File: config.mk
export PLATFORM = sky130hd
export DESIGN_NAME = dmem_store_buffer
export DESIGN_NICKNAME = d
export VERILOG_FILES = /design/src/rtl/dmem_sb_pkg.sv /design/src/rtl/dmem_sb_match.sv /design/src/rtl/dmem_store_buffer.sv
export SDC_FILE = /design/constraint.sdc
export NUM_CORES = 1
export LEC_CHECK = 0
export CAP_MARGIN = 20
export CORE_ASPECT_RATIO = 0.75
export CORE_MARGIN = 1
export CORE_UTILIZATION = 45
export CTS_CLUSTER_SIZE = 10
export DETAILED_ROUTE_END_ITERATION = 10
export GPL_TIMING_DRIVEN = 0
export PLACE_DENSITY = 0.63
export SYNTH_ARGS = -nofsm -noshare
export SYNTH_HDL_FRONTEND = slang
export SYNTH_HIERARCHICAL = 1
export SYNTH_SLANG_ARGS = --single-unit
export TNS_END_PERCENT = 1
File: constraint.sdc
create_clock -name clk -period 4.08 [get_ports clk]
set_input_delay 0.816 -clock clk [delete_from_list [all_inputs] [get_ports clk]]
set_output_delay 0.816 -clock clk [all_outputs]
set_load 0.005 [all_outputs]
File: src/rtl/dmem_sb_pkg.sv
`default_nettype none
// +----------------------------------------------------------------------+
// | Module   : dmem_sb_pkg                                               |
// | Purpose  : Shared types and constants for the data-memory store      |
// |            buffer: entry layout, byte-enable width, byte merge.      |
// | Revision : 1.0 - initial release                                     |
// +----------------------------------------------------------------------+
package dmem_sb_pkg;

  localparam int SB_ADDR_WIDTH = 32;
  localparam int SB_DATA_WIDTH = 32;
  localparam int BE_WIDTH      = SB_DATA_WIDTH / 8;
  localparam int WADDR_WIDTH   = SB_ADDR_WIDTH - 2;

  // One buffered store; the address is kept as a word address.
  typedef struct packed {
    logic                     valid;
    logic [WADDR_WIDTH-1:0]   waddr;
    logic [SB_DATA_WIDTH-1:0] data;
    logic [BE_WIDTH-1:0]      be;
  } sb_entry_t;

  // Overlay the enabled byte lanes of new_data onto old_data.
  function automatic logic [SB_DATA_WIDTH-1:0] sb_merge_bytes(
    input logic [SB_DATA_WIDTH-1:0] old_data,
    input logic [SB_DATA_WIDTH-1:0] new_data,
    input logic [BE_WIDTH-1:0]      be
  );
    logic [SB_DATA_WIDTH-1:0] res;
    res = old_data;
    for (int b = 0; b < BE_WIDTH; b++) begin
      if (be[b]) res[8*b +: 8] = new_data[8*b +: 8];
    end
    return res;
  endfunction

endpackage
`default_nettype wire

File: src/rtl/dmem_sb_match.sv
`default_nettype none
// +----------------------------------------------------------------------+
// | Module   : dmem_sb_match                                             |
// | Purpose  : Parallel word-address comparator across all buffer        |
// |            entries; returns one hit bit per valid matching entry.    |
// | Revision : 1.0 - initial release                                     |
// +----------------------------------------------------------------------+
module dmem_sb_match #(
  parameter int DEPTH    = 4,
  parameter int WA_WIDTH = 30
) (
  input  logic [WA_WIDTH-1:0]            addr_i,
  input  logic [DEPTH-1:0]               valid_i,
  input  logic [DEPTH-1:0][WA_WIDTH-1:0] waddr_i,
  output logic [DEPTH-1:0]               hit_o
);

  // Empty slots never match, so callers can treat hit_o as "occupied and equal".
  for (genvar i = 0; i < DEPTH; i++) begin : g_cmp
    assign hit_o[i] = valid_i[i] && (waddr_i[i] == addr_i);
  end

endmodule
`default_nettype wire

File: src/rtl/dmem_store_buffer.sv
`default_nettype none
// +----------------------------------------------------------------------+
// | Module   : dmem_store_buffer                                         |
// | Purpose  : Posted-write FIFO between the CPU data port and data      |
// |            memory. Stores retire in one cycle and drain when the     |
// |            shared address port is idle; loads win the port, and a    |
// |            load hitting a buffered word stalls until it drains.      |
// | Options  : DMEM_SB_COALESCE_EN - merge a store into the youngest     |
// |            entry when both target the same word.                     |
// | Revision : 1.0 - initial release                                     |
// +----------------------------------------------------------------------+
module dmem_store_buffer
  import dmem_sb_pkg::*;
#(
  parameter int DEPTH      = 4,
  parameter int ADDR_WIDTH = SB_ADDR_WIDTH,
  parameter int DATA_WIDTH = SB_DATA_WIDTH
) (
  input  logic                  clk,
  input  logic                  rst,
  input  logic                  cpu_wr_en,
  input  logic [ADDR_WIDTH-1:0] cpu_wr_addr,
  input  logic [DATA_WIDTH-1:0] cpu_wr_data,
  input  logic [BE_WIDTH-1:0]   cpu_wr_be,
  input  logic                  cpu_rd_en,
  input  logic [ADDR_WIDTH-1:0] cpu_rd_addr,
  output logic                  sb_stall,
  output logic                  sb_empty,
  output logic                  mem_wr_en,
  output logic                  mem_rd_en,
  output logic [ADDR_WIDTH-1:0] mem_addr,
  output logic [DATA_WIDTH-1:0] mem_wr_data,
  output logic [BE_WIDTH-1:0]   mem_wr_be,
  input  logic                  mem_ready
);

  localparam int                PTR_W    = $clog2(DEPTH);
  localparam int                CNT_W    = PTR_W + 1;
  localparam int                WA_W     = ADDR_WIDTH - 2;
  localparam logic [CNT_W-1:0]  FULL_CNT = CNT_W'(DEPTH);
  localparam logic [PTR_W-1:0]  PTR_ONE  = PTR_W'(1);

  sb_entry_t              entries_q [DEPTH];
  sb_entry_t              entries_d [DEPTH];
  logic [PTR_W-1:0]       head_q, head_d;
  logic [PTR_W-1:0]       tail_q, tail_d;
  logic [CNT_W-1:0]       count_q, count_d;

  logic [DEPTH-1:0]            valid_vec;
  logic [DEPTH-1:0][WA_W-1:0]  waddr_vec;
  logic [DEPTH-1:0]            ld_hit;

  logic buf_empty, buf_full;
  logic rd_req, hazard, load_pass, drain, pop, push;
  logic young_match, merge;
  logic unused_wr_lsb;

  // Store byte offset is implied by the byte enables; only the word is kept.
  assign unused_wr_lsb = ^cpu_wr_addr[1:0];

  // Present entry valid bits and word addresses to the comparators.
  always_comb begin
    for (int i = 0; i < DEPTH; i++) begin
      valid_vec[i] = entries_q[i].valid;
      waddr_vec[i] = entries_q[i].waddr;
    end
  end

  dmem_sb_match #(
    .DEPTH    (DEPTH),
    .WA_WIDTH (WA_W)
  ) u_ld_match (
    .addr_i  (cpu_rd_addr[ADDR_WIDTH-1:2]),
    .valid_i (valid_vec),
    .waddr_i (waddr_vec),
    .hit_o   (ld_hit)
  );

  assign buf_empty = (count_q == '0);
  assign buf_full  = (count_q == FULL_CNT);

  // A concurrent store wins over a load, so the load is ignored then.
  assign rd_req    = cpu_rd_en && !cpu_wr_en;
  assign hazard    = rd_req && (|ld_hit);
  assign load_pass = rd_req && !hazard;
  assign drain     = !buf_empty && !load_pass;
  assign pop       = drain && mem_ready;

`ifdef DMEM_SB_COALESCE_EN
  logic [PTR_W-1:0] youngest;
  logic [DEPTH-1:0] st_hit;

  assign youngest = tail_q - PTR_ONE;

  dmem_sb_match #(
    .DEPTH    (DEPTH),
    .WA_WIDTH (WA_W)
  ) u_st_match (
    .addr_i  (cpu_wr_addr[ADDR_WIDTH-1:2]),
    .valid_i (valid_vec),
    .waddr_i (waddr_vec),
    .hit_o   (st_hit)
  );

  // Youngest cannot be the head when full (DEPTH >= 2), so the stall
  // decision below stays independent of mem_ready.
  assign young_match = st_hit[youngest];
  assign merge       = cpu_wr_en && young_match && !(pop && (head_q == youngest));
`else
  assign young_match = 1'b0;
  assign merge       = 1'b0;
`endif

  // Full check uses the pre-pop count so stall never waits on mem_ready.
  assign push     = cpu_wr_en && !merge && !buf_full;
  assign sb_stall = hazard || (cpu_wr_en && buf_full && !young_match);

  // Next-state for FIFO contents, pointers and occupancy.
  always_comb begin
    entries_d = entries_q;
    head_d    = head_q;
    tail_d    = tail_q;
    count_d   = count_q;
    if (pop) begin
      entries_d[head_q].valid = 1'b0;
      head_d                  = head_q + PTR_ONE;
    end
    if (push) begin
      entries_d[tail_q].valid = 1'b1;
      entries_d[tail_q].waddr = cpu_wr_addr[ADDR_WIDTH-1:2];
      entries_d[tail_q].data  = cpu_wr_data;
      entries_d[tail_q].be    = cpu_wr_be;
      tail_d                  = tail_q + PTR_ONE;
    end
`ifdef DMEM_SB_COALESCE_EN
    if (merge) begin
      entries_d[youngest].data = sb_merge_bytes(entries_q[youngest].data,
                                                cpu_wr_data, cpu_wr_be);
      entries_d[youngest].be   = entries_q[youngest].be | cpu_wr_be;
    end
`endif
    case ({push, pop})
      2'b10:   count_d = count_q + 1'b1;
      2'b01:   count_d = count_q - 1'b1;
      default: count_d = count_q;
    endcase
  end

  // State registers; reset discards every pending store.
  always_ff @(posedge clk or negedge rst) begin
    if (!rst) begin
      for (int i = 0; i < DEPTH; i++) entries_q[i] <= '0;
      head_q  <= '0;
      tail_q  <= '0;
      count_q <= '0;
    end else begin
      entries_q <= entries_d;
      head_q    <= head_d;
      tail_q    <= tail_d;
      count_q   <= count_d;
    end
  end

  // Shared memory port: a passing load owns it, otherwise the head drains.
  always_comb begin
    mem_rd_en   = load_pass;
    mem_wr_en   = drain;
    mem_addr    = '0;
    mem_wr_data = '0;
    mem_wr_be   = '0;
    if (load_pass) begin
      mem_addr = cpu_rd_addr;
    end else if (drain) begin
      mem_addr    = {entries_q[head_q].waddr, 2'b00};
      mem_wr_data = entries_q[head_q].data;
      mem_wr_be   = entries_q[head_q].be;
    end
  end

  assign sb_empty = buf_empty;

endmodule
`default_nettype wire

==> report_table.html <==
<h2>Implementation results</h2>
<table>
<tr><th>Metric</th><th>Value</th></tr>
<tr><th colspan="2">Outcome</th></tr>
<tr><td>Run status</td><td>finished with violations</td></tr>
<tr><td>Failing checks</td><td>DRC, setup timing</td></tr>
<tr><th colspan="2">Timing</th></tr>
<tr><td>Final worst-path setup slack</td><td>-0.487 ns</td></tr>
<tr><td>Actual transition at the worst max-transition pin</td><td>0.866 ns</td></tr>
<tr><td>Final setup violation count</td><td>71</td></tr>
<tr><td>Worst clock skew</td><td>around 0.013 ns</td></tr>
<tr><td>Slew HR</td><td>0.423</td></tr>
<tr><td>Smallest hold slack</td><td>0.170 ns</td></tr>
<tr><th colspan="2">Drt</th></tr>
<tr><td>Mean routed wirelength per cell</td><td>26.1 um</td></tr>
<tr><td>DR iter-0 viols</td><td>635</td></tr>
<tr><td>Remaining DRCs</td><td>9</td></tr>
<tr><td>Iteration tally of the first detailed-router pass</td><td>8</td></tr>
<tr><th colspan="2">GRT</th></tr>
<tr><td>First-pass GRT wire length</td><td>around 62,000 um</td></tr>
<tr><td>Global Route met3 Usage</td><td>0.0513</td></tr>
<tr><td>Initial antenna violation count</td><td>3</td></tr>
<tr><td>Tot GR Track Use</td><td>0.269</td></tr>
<tr><th colspan="2">Synthesis</th></tr>
<tr><td>Most common cell in the netlist</td><td>dfrtp_1</td></tr>
<tr><td>Top cells by count</td><td>dfrtp_1, mux2_2, xnor2_1</td></tr>
<tr><td>Number of instances in the synthesized netlist</td><td>962</td></tr>
<tr><td>Post-synthesis average cell area</td><td>14.7 sq um</td></tr>
<tr><td>Syn. warnings</td><td>6</td></tr>
<tr><td>Post-synth top area share</td><td>0.487</td></tr>
<tr><td>Most area-hungry cell type in the Yosys netlist</td><td>dfrtp_1</td></tr>
<tr><td>Portion of the post-synthesis area used by sequential elements</td><td>0.487</td></tr>
<tr><td>Commonest register cell after synthesis</td><td>dfrtp_1</td></tr>
<tr><td>Synth Area in Simple Gates</td><td>0.0444</td></tr>
<tr><td>Post-synthesis async set-or-reset flop share</td><td>1.00</td></tr>
<tr><td>Net count entering floorplan</td><td>roughly 1.1k</td></tr>
<tr><td>Multiplexer area fraction after synthesis</td><td>0.318</td></tr>
<tr><td>Top post-synthesis cells by area</td><td>dfrtp_1, mux2_2, mux4_2, xnor2_1, a22o_1</td></tr>
<tr><th colspan="2">Placed design</th></tr>
<tr><td>DP Area</td><td>16,400 sq um</td></tr>
<tr><td>Global placement routability congestion</td><td>0.924</td></tr>
<tr><th colspan="2">Setup path</th></tr>
<tr><td>Cell depth of the worst flop-to-flop path</td><td>14</td></tr>
<tr><td>Worst path required time</td><td>3.26 ns</td></tr>
<tr><td>Critical Path Start</td><td>cpu_rd_addr[30]</td></tr>
<tr><td>Worst R2R End</td><td>count_q[2]</td></tr>
<tr><td>Worst setup path category</td><td>in -&gt; out</td></tr>
<tr><td>Reg-to-Reg Start</td><td>entries_q[241]</td></tr>
<tr><td>Register-to-Register Setup Slack</td><td>0.46 ns</td></tr>
<tr><td>Critical path endpoint category</td><td>output port</td></tr>
<tr><th colspan="2">Die</th></tr>
<tr><td>Chip width</td><td>207 um</td></tr>
<tr><td>Area of the chip</td><td>approximately 32,000 sq um</td></tr>
<tr><td># IOs</td><td>177</td></tr>
<tr><td>Vert. Die Dim</td><td>155 um</td></tr>
<tr><th colspan="2">Clock network</th></tr>
<tr><td>Root Driver</td><td>clkbuf_16</td></tr>
<tr><td>Source-to-sink clock delay at the later pin of the worst-skew pair</td><td>0.56 ns</td></tr>
<tr><th colspan="2">Layout</th></tr>
<tr><td>Share of layout cells above drive strength 1</td><td>0.440</td></tr>
<tr><th colspan="2">Job</th></tr>
<tr><td>Tool Warnings</td><td>36</td></tr>
</table>
## registers in the layout (all words and copies together), names as in the netlist
signal     count
count_q        3
entries_q    268
head_q         2
tail_q         2
## routing by layer
metal | up-vias | part of all wire
met2 | 288 | 0.43
li1 | 3969 | -
met5 | - | 0.00060
met1 | 4860 | 0.49
met3 | 43 | 0.071
met4 | 4 | 0.013
## worst max-delay path by stage
stage                            to  slack, ns  cells after the start
global placement      entries_q[68]     -10.20                      1
detailed placement  mem_wr_data[16]      -1.94                     11
global route           mem_addr[17]      -0.56                     13
CTS                  mem_wr_data[1]      -0.39                     11
finish                 mem_addr[17]      -0.49                     13
floorplan           mem_wr_data[15]       0.37                     10
## kinds of logic after synthesis
| kind of cell | Yosys count |
|---|---|
| AOI/OAI and AO/OA | 42 |
| xor gates and xnor gates | 125 |
| adders and majority gates | 10 |
| buffers and inverters | 82 |
| DFF | 275 |
| muxes | 333 |
| and+or+nand+nor | 95 |
## worst max-delay path, stage by stage
cell	delay, ns
dlygate4sd2_1	0.36
xor2_2	0.24
nor4_1	0.33
nand4_1	0.24
nor4_4	0.41
nor4_4	0.13
a21oi_2	0.17
buf_6	0.18
buf_12	0.14
buf_6	0.12
bufbuf_16	0.25
a22o_1	0.11
dlygate4sd2_1	0.22
## cell type report
| type | instances | area [sq um] |
|---|---|---|
| clock inverters | 1 | 8.76 |
| multi-input cells | 605 | 7200 |
| repair buffers | 200 | 2060 |
| flip-flops and latches | 275 | 6880 |
| inverters | 9 | 33.8 |
| plain buffers | 72 | 662 |
| fillers | 2442 | 12400 |
| clock buffers | 36 | 795 |
| well taps | 399 | 499 |
## cell usage in the layout, fill, tap and decap left out, types with 6 or more instances in the layout
cell and n:
clkdlybuf4s50_1 105, mux4_2 66, buf_4 23, and2_4 6, a22o_1 27, ha_1 9
inv_1 9, clkbuf_1 11, nand4_1 27, nor4_4 6, dlygate4sd2_1 56, xnor2_4 9
mux2_2 266, xnor2_1 71, clkbuf_16 34, dfrtp_1 275, clkdlybuf4s15_2 8, xnor2_2 27
xor2_1 17, and2_1 31, buf_2 18, buf_6 31
## timing repair
| item | 4_1_cts | 5_1_grt |
|---|---|---|
| setup endpoints to repair | 72 | 71 |
| cloned | 4 | 0 |
| buffers inserted | 20 | 0 |
| pin swaps | 32 | 1 |
| resized | 203 | 0 |
## where the power goes
part / switching (mW) / total, mW / internal, mW
Sequential: 1.09 / 5.24 / 4.15
Combinational: 2.98 / 7.50 / 4.52
Clock: 1.06 / 2.41 / 1.34
Total: 5.13 / 15.1 / 10.0
## through the flow
step	utilization	setup TNS, ns
floorplan	-	0
global placement	0.537	-2906.41
detailed placement	0.540	-113.79
CTS	0.595	-21.53
global route	0.595	-32.27
finish	0.595	-27.21
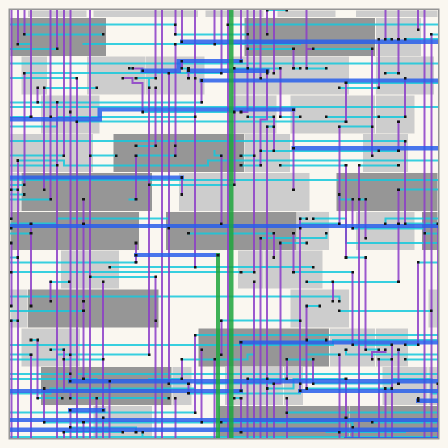
Fig. 1. Close-up of the layout.
Window x 88 to 118, y 63 to 93 um. Cells in gray, sequential cells in the stronger gray; small squares are vias.
metal 4 -> green
metal 2 -> purple
metal 3 -> blue
metal 1 -> cyan
cells with their middle in the window = 41
sequential cells in the window = 12
netlist names of flops here include = `entries_q` (12)
most frequent = dfrtp_1 (12), mux2_2 (9), xnor2_1 (5)

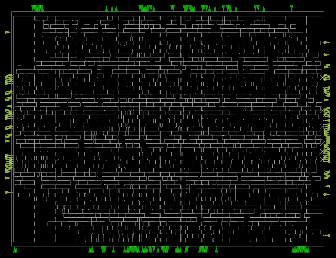
Fig. 2. Placement view.
share of the core filled with cells in the final layout: 0.595
placeable core region: 30,500 sq um

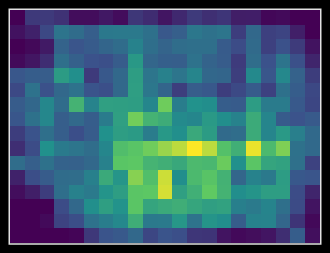
Fig. 3. Routed metal per tile.
Scale: 1.5 px per um. The die is cut into 21 by 16 equal tiles; dark purple is low, yellow is high, scaled to the fullest tile. Values are wire area over tile area, all layers added.
densest ninth of the die = center
mean over tiles = 0.21
fullest tile = 0.57

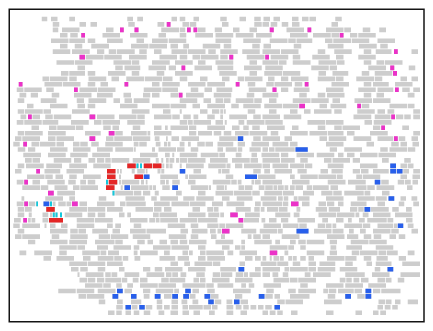
Fig. 4. Gate-type map.
Scale: 2 px per um.
AND-OR and OR-AND gates -> blue  # cells 35
inverters -> cyan  # cells 9
AND and OR gates -> magenta  # cells 45
adder and majority cells -> red  # cells 10, where west
leading cell type in the layout, fill and taps excluded: dfrtp_1
Post-Layout Cell Count: 1,597
multi-input gate share of the layout cell area: 0.397

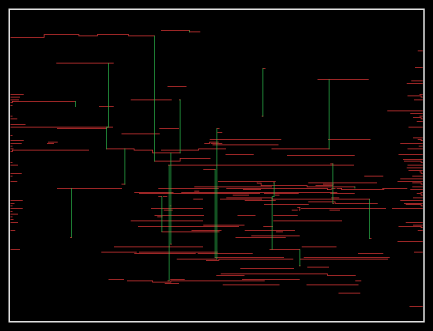
Fig. 5. Metal layers overlaid.
Scale: 2 px per um. Two of the layers only.
metal 4 -> green  # wire length 550 um
metal 3 -> red  # wire length 2,940 um

Power and IR drop assume default switching activity.
